[src/rtl/banked_ram_read_streamer_pkg.sv]
// Shared definitions for the banked RAM read streamer.
// Holds the streamer FSM state type and the default word/address/count
// widths, which are also used when instantiating the banked RAM itself.
package banked_ram_read_streamer_pkg;

    localparam int DEF_DATA_WIDTH = 16;
    localparam int DEF_ADDR_WIDTH = 13;
    localparam int DEF_COUNT_W    = 16;
    localparam int DEF_SKID_DEPTH = 2;

    typedef enum logic [1:0] {
        ST_IDLE   = 2'd0,
        ST_STREAM = 2'd1,
        ST_DRAIN  = 2'd2
    } stream_state_t;

endpackage

[src/rtl/stream_skid_fifo.sv]
// Small synchronous FIFO that absorbs the RAM read latency in front of the
// output stream. The head entry comes straight out of the storage registers,
// so data_out is glitch-free and holds steady while nothing is popped.
// Ports:
//   clk, reset     : clock, synchronous active-high reset
//   push, data_in  : write one word
//   pop            : remove the head word
//   data_out       : current head word
//   count          : number of stored words
//   empty, full    : occupancy flags
module stream_skid_fifo
    import banked_ram_read_streamer_pkg::*;
#(
    parameter  int WIDTH = DEF_DATA_WIDTH,
    parameter  int DEPTH = DEF_SKID_DEPTH,
    localparam int CNT_W = $clog2(DEPTH + 1),
    localparam int PTR_W = (DEPTH > 1) ? $clog2(DEPTH) : 1
) (
    input  logic             clk,
    input  logic             reset,
    input  logic             push,
    input  logic             pop,
    input  logic [WIDTH-1:0] data_in,
    output logic [WIDTH-1:0] data_out,
    output logic [CNT_W-1:0] count,
    output logic             empty,
    output logic             full
);

    logic [WIDTH-1:0] mem [DEPTH];
    logic [PTR_W-1:0] wr_ptr;
    logic [PTR_W-1:0] rd_ptr;
    logic [CNT_W-1:0] count_q;

    // Pointers wrap explicitly so non power-of-two depths also work.
    function automatic logic [PTR_W-1:0] next_ptr(input logic [PTR_W-1:0] ptr);
        return (ptr == PTR_W'(DEPTH - 1)) ? '0 : ptr + PTR_W'(1);
    endfunction

    // Storage needs no reset; only the pointers define what is valid.
    always_ff @(posedge clk) begin
        if (push) begin
            mem[wr_ptr] <= data_in;
        end
    end

    always_ff @(posedge clk) begin
        if (reset) begin
            wr_ptr  <= '0;
            rd_ptr  <= '0;
            count_q <= '0;
        end else begin
            assert (!(pop && empty));
            if (push) begin
                wr_ptr <= next_ptr(wr_ptr);
            end
            if (pop) begin
                rd_ptr <= next_ptr(rd_ptr);
            end
            case ({push, pop})
                2'b10:   count_q <= count_q + CNT_W'(1);
                2'b01:   count_q <= count_q - CNT_W'(1);
                default: count_q <= count_q;
            endcase
        end
    end

    assign data_out = mem[rd_ptr];
    assign count    = count_q;
    assign empty    = (count_q == '0);
    assign full     = (count_q == CNT_W'(DEPTH));

endmodule

[src/rtl/banked_ram_read_streamer.sv]
// Strided read engine in front of a banked RAM read port.
// Takes a (base, stride, count) command, issues one RAM read per cycle while
// skid-FIFO credit allows, captures the data one cycle later and presents it
// as a valid/ready stream with a last marker and a done pulse.
// Ports:
//   clk, reset                     : clock, synchronous active-high reset
//   cfg_valid/cfg_ready            : command handshake (ready only in IDLE)
//   cfg_base_addr/stride/count     : command fields
//   mem_read_req/addr/data         : RAM read port, data one cycle after req
//   m_valid/m_ready/m_data/m_last  : output stream
//   done                           : one-cycle pulse after the command ends
module banked_ram_read_streamer
    import banked_ram_read_streamer_pkg::*;
#(
    parameter int DATA_WIDTH = DEF_DATA_WIDTH,
    parameter int ADDR_WIDTH = DEF_ADDR_WIDTH,
    parameter int COUNT_W    = DEF_COUNT_W,
    parameter int SKID_DEPTH = DEF_SKID_DEPTH
) (
    input  logic                  clk,
    input  logic                  reset,
    input  logic                  cfg_valid,
    output logic                  cfg_ready,
    input  logic [ADDR_WIDTH-1:0] cfg_base_addr,
    input  logic [ADDR_WIDTH-1:0] cfg_stride,
    input  logic [COUNT_W-1:0]    cfg_count,
    output logic                  mem_read_req,
    output logic [ADDR_WIDTH-1:0] mem_read_addr,
    input  logic [DATA_WIDTH-1:0] mem_read_data,
    output logic                  m_valid,
    input  logic                  m_ready,
    output logic [DATA_WIDTH-1:0] m_data,
    output logic                  m_last,
    output logic                  done
);

    localparam int FCNT_W = $clog2(SKID_DEPTH + 1);
    localparam int OCC_W  = FCNT_W + 1;

    stream_state_t state;
    stream_state_t state_next;

    logic [ADDR_WIDTH-1:0] addr_q;
    logic [ADDR_WIDTH-1:0] stride_q;
    logic [COUNT_W-1:0]    count_q;
    logic [COUNT_W-1:0]    issued_q;
    logic [COUNT_W-1:0]    accepted_q;
    logic                  inflight_q;
    logic                  done_q;

    logic                  start_cmd;
    logic                  done_next;
    logic                  pop;
    logic [OCC_W-1:0]      occupancy;
    logic [FCNT_W-1:0]     fifo_count;
    logic                  fifo_empty;
    logic                  fifo_full;

    // Words already held plus the one still coming back from the RAM, minus
    // the word leaving this cycle, must leave room for one more request.
    assign pop          = m_valid && m_ready;
    assign occupancy    = OCC_W'(fifo_count) + OCC_W'(inflight_q) - OCC_W'(pop);
    assign mem_read_req = (state == ST_STREAM) && (occupancy < OCC_W'(SKID_DEPTH));
    assign mem_read_addr = addr_q;

    assign m_valid = !fifo_empty;
    assign m_last  = m_valid && (accepted_q == count_q - COUNT_W'(1));
    assign done    = done_q;

    always_ff @(posedge clk) begin
        if (reset) begin
            state <= ST_IDLE;
        end else begin
            state <= state_next;
        end
    end

    // A zero-length command is acknowledged in IDLE and only produces done.
    always_comb begin
        state_next = state;
        cfg_ready  = 1'b0;
        start_cmd  = 1'b0;
        done_next  = 1'b0;
        case (state)
            ST_IDLE: begin
                cfg_ready = 1'b1;
                if (cfg_valid) begin
                    if (cfg_count != '0) begin
                        start_cmd  = 1'b1;
                        state_next = ST_STREAM;
                    end else begin
                        done_next = 1'b1;
                    end
                end
            end
            ST_STREAM: begin
                if (mem_read_req && (issued_q + COUNT_W'(1) == count_q)) begin
                    state_next = ST_DRAIN;
                end
            end
            ST_DRAIN: begin
                if (pop && m_last) begin
                    state_next = ST_IDLE;
                    done_next  = 1'b1;
                end
            end
            default: state_next = ST_IDLE;
        endcase
    end

    // Address is an accumulator, so wrap-around falls out of the adder width.
    always_ff @(posedge clk) begin
        if (reset) begin
            addr_q     <= '0;
            stride_q   <= '0;
            count_q    <= '0;
            issued_q   <= '0;
            accepted_q <= '0;
            inflight_q <= 1'b0;
            done_q     <= 1'b0;
        end else begin
            assert (!(inflight_q && fifo_full && !pop));
            inflight_q <= mem_read_req;
            done_q     <= done_next;
            if (start_cmd) begin
                addr_q     <= cfg_base_addr;
                stride_q   <= cfg_stride;
                count_q    <= cfg_count;
                issued_q   <= '0;
                accepted_q <= '0;
            end else begin
                if (mem_read_req) begin
                    addr_q   <= addr_q + stride_q;
                    issued_q <= issued_q + COUNT_W'(1);
                end
                if (pop) begin
                    accepted_q <= accepted_q + COUNT_W'(1);
                end
            end
        end
    end

    // RAM data is only meaningful the cycle after a request, so capture is
    // gated by the registered request rather than taken every cycle.
    stream_skid_fifo #(
        .WIDTH (DATA_WIDTH),
        .DEPTH (SKID_DEPTH)
    ) u_fifo (
        .clk      (clk),
        .reset    (reset),
        .push     (inflight_q),
        .pop      (pop),
        .data_in  (mem_read_data),
        .data_out (m_data),
        .count    (fifo_count),
        .empty    (fifo_empty),
        .full     (fifo_full)
    );

endmodule
[config.mk]
export PLATFORM = sky130hd
export DESIGN_NAME = banked_ram_read_streamer
export DESIGN_NICKNAME = d
export VERILOG_FILES = /design/src/rtl/banked_ram_read_streamer_pkg.sv /design/src/rtl/stream_skid_fifo.sv /design/src/rtl/banked_ram_read_streamer.sv
export SDC_FILE = /design/constraint.sdc
export NUM_CORES = 1
export LEC_CHECK = 0
export ABC_CLOCK_PERIOD_IN_PS = 3100
export CAP_MARGIN = 0
export CORE_AREA = 2 2 116 118
export DETAILED_ROUTE_END_ITERATION = 6
export DIE_AREA = 0 0 118 120
export PLACE_DENSITY_LB_ADDON = 0.3
export SLEW_MARGIN = 20
export SYNTH_ARGS = -nofsm -noshare
export SYNTH_HDL_FRONTEND = slang
export SYNTH_HIERARCHICAL = 1
export SYNTH_SLANG_ARGS = --single-unit
[constraint.sdc]
create_clock -name clk -period 3.1 [get_ports clk]
set_input_delay 0.775 -clock clk [delete_from_list [all_inputs] [get_ports clk]]
set_output_delay 0.775 -clock clk [all_outputs]
set_load 0.1 [all_outputs]
### Placement density heat map

The die is cut into 12 by 12 equal tiles; black is low, pale yellow is high, 0 to 100% covered.
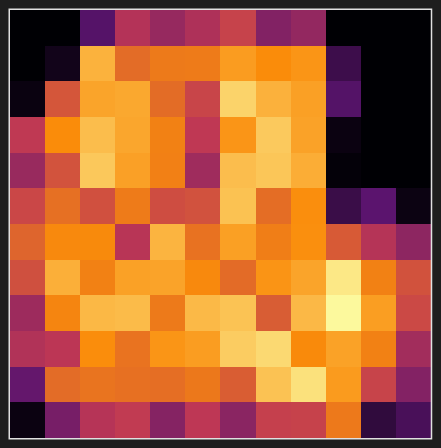
nearly empty tiles	10%
tiles over 75% full	32%
emptiest ninth of the die	top right

==> summary.txt <==
Implementation progress

The worst register-to-register path begins at u_fifo/count[0]. Summing over every cut layer, the via total after detailed routing is 5529. The clock arrives with 8.41 ps of skew. The slew at the pin with the worst max-slew slack stands at 737 ps.

The die covers 14200 sq um. Counting only logic cells after layout, the most numerous master is nand2_1. The post-CTS resize count stands at 10.

Power spread over the standard cell area amounts to 691 nW/um^2. The worst supply voltage drop on vdd stands at 0.325 mV. The wire length on met1 stands at 6.87 mm.

By instance count, the cell type seen most on the critical path is buf_4. Per the OpenROAD floorplan log, the height of the die is 120 um. The script logs the mean routed wire length per placed instance as 15.1 um.

The count of endpoints failing hold in the final timing report stands at 0. TritonCTS created 17 clock buffers. The number of iterations in the first detailed-routing pass stands at 5. The tool flagged a number of max-cap violations equal to 0.

Looking at the clock tree report, the H-tree level count equals 4. Global routing finished with a remaining overflow of 0. The final setup violation count stands at 1. The first global-routing pass estimated 25.4 mm of wire. STA puts the critical path data required time at 2320 ps. Routing resource usage on met2 recorded by global route was 0.371. In the final layout, the fill cell count is 1073. The cell count after placement stands at 978. The signal arrival time at the worst endpoint stands at 2850 ps. The fmax stands at 0.276 GHz.

The critical path depth stands at 9. Timing analysis after detailed placement gives a worst setup slack of -533 ps. The skew report gives the latency at the later pin of the worst-skew pair as 410 ps. The final antenna diode tally reported by the flow is 0. For this design the top-level I/O count stands at 96. Per the OpenROAD power report, leakage power amounts to 3.04 nW. OpenSTA lists the critical path startpoint as count_q[5]. Global route summary, busiest routing layer listed as met2. The port buffer count stands at 95.

Looking at the clock tree report, the root buffer type is clkbuf_16. The checks that failed: setup timing. The clock transition at the registers of the reported paths stands at 60 ps. The final worst-path cycle share stands at 1.17. The delay of the slowest critical-path stage stands at 610 ps.

The number of buffers and inverters on the critical path stands at 3. Detailed placement reports a standard cell area of 7490 sq um. The clock sink count stands at 115. In the layout the commonest cells are 91 x nand2_1, 85 x buf_4, 79 x dfxtp_1. The iteration-0 DRC count of the detailed router stands at 429.

STA lists the startpoint of the worst hold path as stride_q[2]. Following the worst setup path forward leads to its endpoint at m_last. The register-to-register path setup slack stands at 310 ps. For the final routed database, the setup TNS stands at -523 ps. The number of antenna violations at the first check in global routing came to 0. The multi-input combinational cells in the finished layout cover a total of 3340 sq um.

The average instance in the mapped netlist occupies 8.74 sq um. The post-route minimum period stands at 3620 ps. For met1 alone, demand over resource in global routing was 0.287.

The number of cells on the worst reg-to-reg path stands at 14. TritonCTS built the clock tree. The design draws 5.62 mW. The count of antenna-violating nets left after detailed routing stands at 0. STA classifies the critical path endpoint as a primary output. The DRC violation total left in the routed layout is recorded as 0.

Per the detail_route log, met3 wirelength is 1.02 mm. The worst-case headroom to the max-slew limit stands at 0.508. The total non-filler cell area in the finished layout stands at 8130 sq um. The sum of net half-perimeters after detailed placement stands at 11.3 mm. The flow ran to the end, but the final reports show violations. STA classifies the critical path startpoint as a flip-flop. The area used by sequential logic in the layout stands at 2630 sq um. The starting density of the core stands at 0.473.

Looking at the critical path, the single cell with the biggest stage delay is or4_1. The detailed router reports a met2 wire length of 7.19 mm. The final timing report gives a worst setup slack of -523 ps.

The pin count of the biggest net entering global routing stands at 35. The global-route usage over all layers stands at 0.223.
### Signal wires by layer

Scale bar: 20 um. Only two layers are drawn.
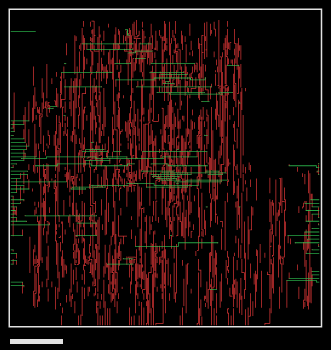
colour	layer	wire length
green	M3	1020 um
red	M2	7190 um

## where the power goes
part           switching (mW)  internal, mW
Sequential              0.109          1.67
Combinational            1.29         0.638
Clock                   0.777          1.14
## registers in the layout (all words and copies together) (netlist names), named ones only
name	flops
accepted_q	16
count_q	16
done	1
inflight_q	1
issued_q	16
mem_read_addr	13
state	2
stride_q	13
u_fifo/count	2
u_fifo/mem	32
u_fifo/rd_ptr	1
u_fifo/wr_ptr	1
## final cells by class
type                    instances  share of cell area
inverters                      18             0.00924
clock buffers                  17              0.0523
well taps                     176              0.0271
clock inverters                15              0.0192
repair buffers                148               0.158
flip-flops and latches        115               0.324
multi-input cells             525               0.410
## tightest hold or removal path, delay by kind of cell (launching register included)
kind,cells,cell delay [ps]
DFF,1,310
and+or+nand+nor,1,50
AOI/OAI and AO/OA,1,50
Power is estimated from default activity; no workload was simulated.
